Figure 1. Met1 routing (run 1).
Bar = 20 um.
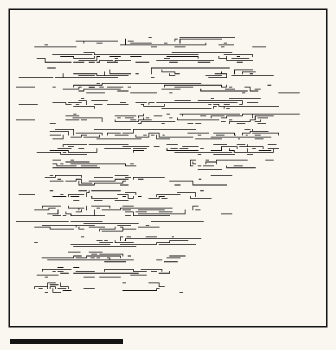
Figure 2. Signal wires on met2 (run 1).
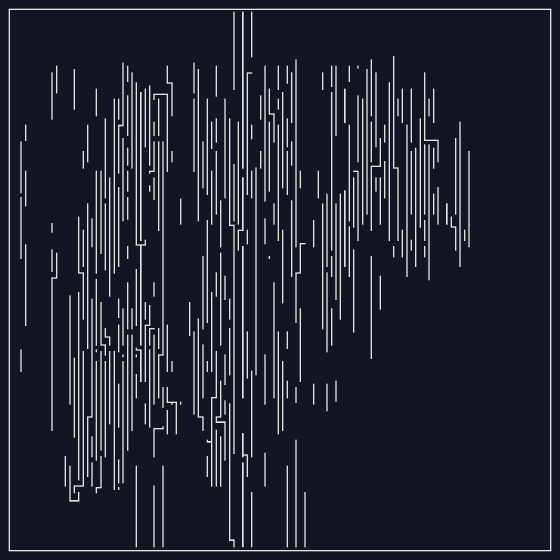
Figure 3. The metal 3 layer (run 1).
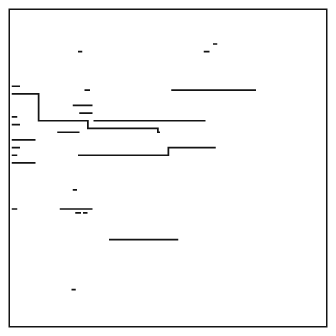
Figure 4. I/O nets highlighted (run 1).
Bar = 20 um.
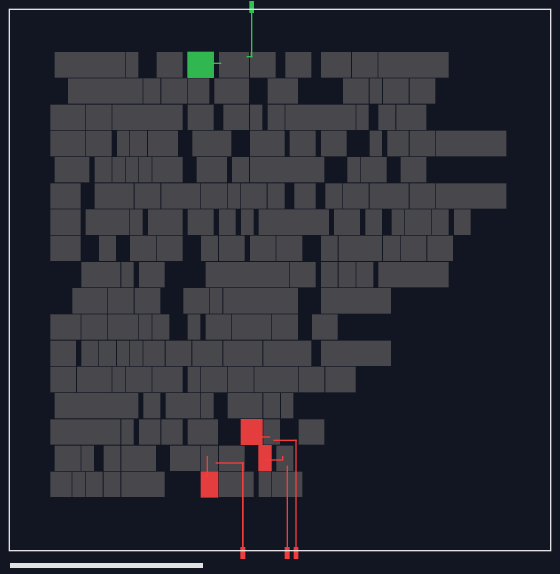
<file path="config.mk">
export PLATFORM = sky130hd
export DESIGN_NAME = vending_change_dispenser
export DESIGN_NICKNAME = d
export VERILOG_FILES = /design/src/rtl/vending_change_dispenser.sv
export SDC_FILE = /design/constraint.sdc
export NUM_CORES = 1
export LEC_CHECK = 0
export CAP_MARGIN = 20
export CORE_MARGIN = 4
export CORE_UTILIZATION = 45
export CTS_CLUSTER_DIAMETER = 30
export DETAILED_ROUTE_END_ITERATION = 10
export PLACE_DENSITY = 0.83
export SYNTH_ARGS = -nofsm -noshare
export SYNTH_HDL_FRONTEND = slang
export SYNTH_SLANG_ARGS = --single-unit
</file>
<file path="constraint.sdc">
create_clock -name clk -period 2 [get_ports clk]
set_input_delay 0.6 -clock clk [delete_from_list [all_inputs] [get_ports clk]]
set_output_delay 0.6 -clock clk [all_outputs]
set_load 0.005 [all_outputs]
</file>
<file path="src/rtl/vending_change_dispenser.sv">
// vending_change_dispenser
// Pays out a captured change balance one coin at a time to a coin hopper.
// Coins are chosen greedily from 5, 2 and 1. If a presented coin waits
// ACK_TIMEOUT cycles without an ack, the block parks in ERROR until clear.
//
// Ports:
//   clk, reset        clock, synchronous active-high reset
//   dispense, balance sale complete strobe with the change owed (0..15)
//   coin_ack          hopper accepted the presented coin
//   clear             leave ERROR and return to IDLE
//   coin_valid        a coin is being presented (PAY)
//   coin_value        value of the presented coin (1, 2, 5), 0 when idle
//   remaining         change still owed
//   busy              high in PAY
//   done              one-cycle pulse when payout completes
//   error             high in ERROR
//   overrun           one-cycle pulse after a dropped dispense request
module vending_change_dispenser #(
  parameter int unsigned ACK_TIMEOUT = 8
) (
  input  logic       clk,
  input  logic       reset,
  input  logic       dispense,
  input  logic [3:0] balance,
  input  logic       coin_ack,
  input  logic       clear,
  output logic       coin_valid,
  output logic [2:0] coin_value,
  output logic [3:0] remaining,
  output logic       busy,
  output logic       done,
  output logic       error,
  output logic       overrun
);

  typedef enum logic [1:0] {
    S_IDLE  = 2'd0,
    S_PAY   = 2'd1,
    S_DONE  = 2'd2,
    S_ERROR = 2'd3
  } state_t;

  localparam logic [7:0] WAIT_LAST = 8'(ACK_TIMEOUT - 1);

  state_t     state, state_nxt;
  logic [3:0] rem_nxt;
  logic [7:0] wait_cnt, wait_nxt;
  logic       overrun_nxt;
  logic [2:0] coin_sel;
  logic [3:0] rem_after;

  // Greedy denomination for the current remainder; it never exceeds
  // remaining (for remaining >= 1), so the subtraction cannot underflow.
  always_comb begin
    if (remaining >= 4'd5)      coin_sel = 3'd5;
    else if (remaining >= 4'd2) coin_sel = 3'd2;
    else                        coin_sel = 3'd1;
  end

  assign rem_after = remaining - {1'b0, coin_sel};

  always_ff @(posedge clk) begin
    if (reset) begin
      state     <= S_IDLE;
      remaining <= '0;
      wait_cnt  <= '0;
      overrun   <= 1'b0;
    end else begin
      state     <= state_nxt;
      remaining <= rem_nxt;
      wait_cnt  <= wait_nxt;
      overrun   <= overrun_nxt;
    end
  end

  always_comb begin
    state_nxt   = state;
    rem_nxt     = remaining;
    wait_nxt    = wait_cnt;
    overrun_nxt = 1'b0;

    unique case (state)
      S_IDLE: begin
        if (dispense) begin
          if (balance != 4'd0) begin
            rem_nxt   = balance;
            wait_nxt  = '0;
            state_nxt = S_PAY;
          end else begin
            state_nxt = S_DONE;
          end
        end
      end

      S_PAY: begin
        overrun_nxt = dispense;
        if (coin_ack) begin
          rem_nxt  = rem_after;
          wait_nxt = '0;
          if (rem_after == 4'd0) state_nxt = S_DONE;
        end else if (wait_cnt == WAIT_LAST) begin
          state_nxt = S_ERROR;
        end else begin
          wait_nxt = wait_cnt + 8'd1;
        end
      end

      S_DONE: begin
        overrun_nxt = dispense;
        state_nxt   = S_IDLE;
      end

      S_ERROR: begin
        overrun_nxt = dispense;
        if (clear) begin
          rem_nxt   = '0;
          state_nxt = S_IDLE;
        end
      end

      default: state_nxt = S_IDLE;
    endcase
  end

  // Handshake outputs are decoded straight from the state/remaining
  // registers, so coin_value holds steady until an ack changes remaining.
  assign coin_valid = (state == S_PAY);
  assign coin_value = coin_valid ? coin_sel : 3'd0;
  assign busy       = (state == S_PAY);
  assign done       = (state == S_DONE);
  assign error      = (state == S_ERROR);

endmodule

</file>
==> results.toml <==
# synthesis and place-and-route metrics
[global_route]
grt_pass1_vias = 1237
grt_max_degree = 10
globalRouteOverflowTotal = 0
grt_util_met2_pct = 37.4
met3_usage_pct = 6.26
gr-usage-all-layers_pct = 21.8
gr-usage-met1_pct = 24.4
antenna_found_initial = 0

[critical_path]
cp.required_ns = 1.40
startpoint = "remaining[1]"
crit_fanout = 3
cp_num_buf_inv = 1
r2r-start = "remaining[1]"
ff2ff_path_depth = 7
crit_slowest_cell = "dfxtp_4"
critPathTopFamily = "simple AND/OR/NAND/NOR gates"
regToRegEndpoint = "state[0]"
worst_setup_path_end_kind = "primary output"
path_depth = 5
ff2ff_setup_slack_ns = 0.19
worst-setup-path-type = "reg2out"

[sta]
drv_slew = 0
setup_viol = 0
tns_ns = 0
finalCriticalPeriod_ns = 1.96
final.setup_skew_ns = 0.00264
rsz0062_at_grt = "true"
min_period_over_period_pct = 97.9
finalWorstSetupSlack_ns = 0.0416
hold_viol_final = 0
worst_slew_pin_slew_ns = 0.435

[clock_tree]
cts_inserted_buffers = 3
cts_tree = "done"
htreeDepth = 1
root_buffer = "clkbuf_4"
hold_buffers = 0
clock-sinks = 15
cts_max_path_buffers = 2
clock_latency_ns = 0.30
clk_pin_slew_worst_paths_ns = 0.09
cts.repair.resized = 27

[placement]
place_ws_ns = -0.436
hpwl_mm = 2.32
place_area_sq_um = 1400
post-place-cells = 197
io_buffers = 20
place_congestion = 0.811

[power]
clkPwrFrac_pct = 15.4
total_leakage_power_nw = 0.596
power_switching_mw = 0.458
comb_power_share_pct = 54.0
peakVddDrop_mv = 0.548
power_frac_seq_pct = 30.5
powerDensity_nw_per_um2 = 809
pg_comb_mw = 0.651
switching_share_pct = 38.0
powerClk_mw = 0.186
finalPower_mw = 1.21

[logic_synthesis]
synth.distinct_cells = 46
yosysWarnings = 0
fp_nets = 144
synth_top_cell_by_area = "dfxtp_1"
synthFlopType = "dfxtp_1"
yosys_area_sq_um = 1040
ys_top_cells_by_count = "a21oi_1, dfxtp_1, nor2_1"
netlist_area_sq_um = 1040
synth_top_area_share_pct = 29.0
synthCells = 133
ys_seq_elements = 15
ys_sh_simple_pct = 31.6
xor_share_pct = 0.844
ys_seq_share_pct = 29.0

[cells_and_area]
diodes = 0
clkCellAreaFrac_pct = 1.76
fillers = 174
num-multi-input-gates = 104
top_regs = "wait_cnt (8), remaining (4), state (2)"
lay_top_count = "buf_4"
buffers_excl_clock = 47
final_cell_mix = "buf_4, a21oi_1, nor2_1, dfxtp_1"
largest_reg_flops = 8
fin_nets = 190
logic_area_sq_um = 706
inverters = 8
sh_seq_area_pct = 20.8
final_area_sq_um = 1490
fin_util_pct = 67.4

[detailed_routing]
wirelength_mm = 3.16
dr_wl_met2_mm = 1.65
routed.top_layer = "met4"
drt-wirelength-per-cell_um = 15.3
wl_met1_mm = 1.28
drt_iter0_markers = 35
vias_per_cell = 5.80
num_vias = 1195
dr.pass1.iters = 4

[floorplanning]
taps = 28
chipArea_sq_um = 3140
fp-row-count = 17
fp.coreArea_sq_um = 2210
pin_count = 21
fp_util_pct = 46.9
die_w_um = 56.0

[run]
warnings = 28
maxCapViolCount = 0

[hold_path]
hold_path.class = "reg2reg"
holdCritStartpoint = "wait_cnt[7]"
worstHoldPathCells = 2
min_to = "wait_cnt[7]"

[status]
status = "complete, no violations"
-- Figure 1 (at the start) --
longest straight run: 18.4 um
nets with wire on the layer: 178

-- Figure 2 (at the start) --
main direction: vertical
longest straight run: 23.6 um
wire length on this layer: 1650 um
nets with wire on the layer: 171
share of all routed wire: 52%

-- Figure 3 (at the start) --
wire length on this layer: 136 um
main direction: horizontal
longest straight run: 19.6 um
nets with wire on the layer: 19

-- Figure 4 (at the start) --
[red] coin_value | bits: 3 | direction: output | edge: south | end cells: 3 | buffers: 3 | wire: 38.7 um
[green] done | bits: 1 | direction: output | edge: north | end cells: 1 | buffers: 1 | wire: 6.00 um

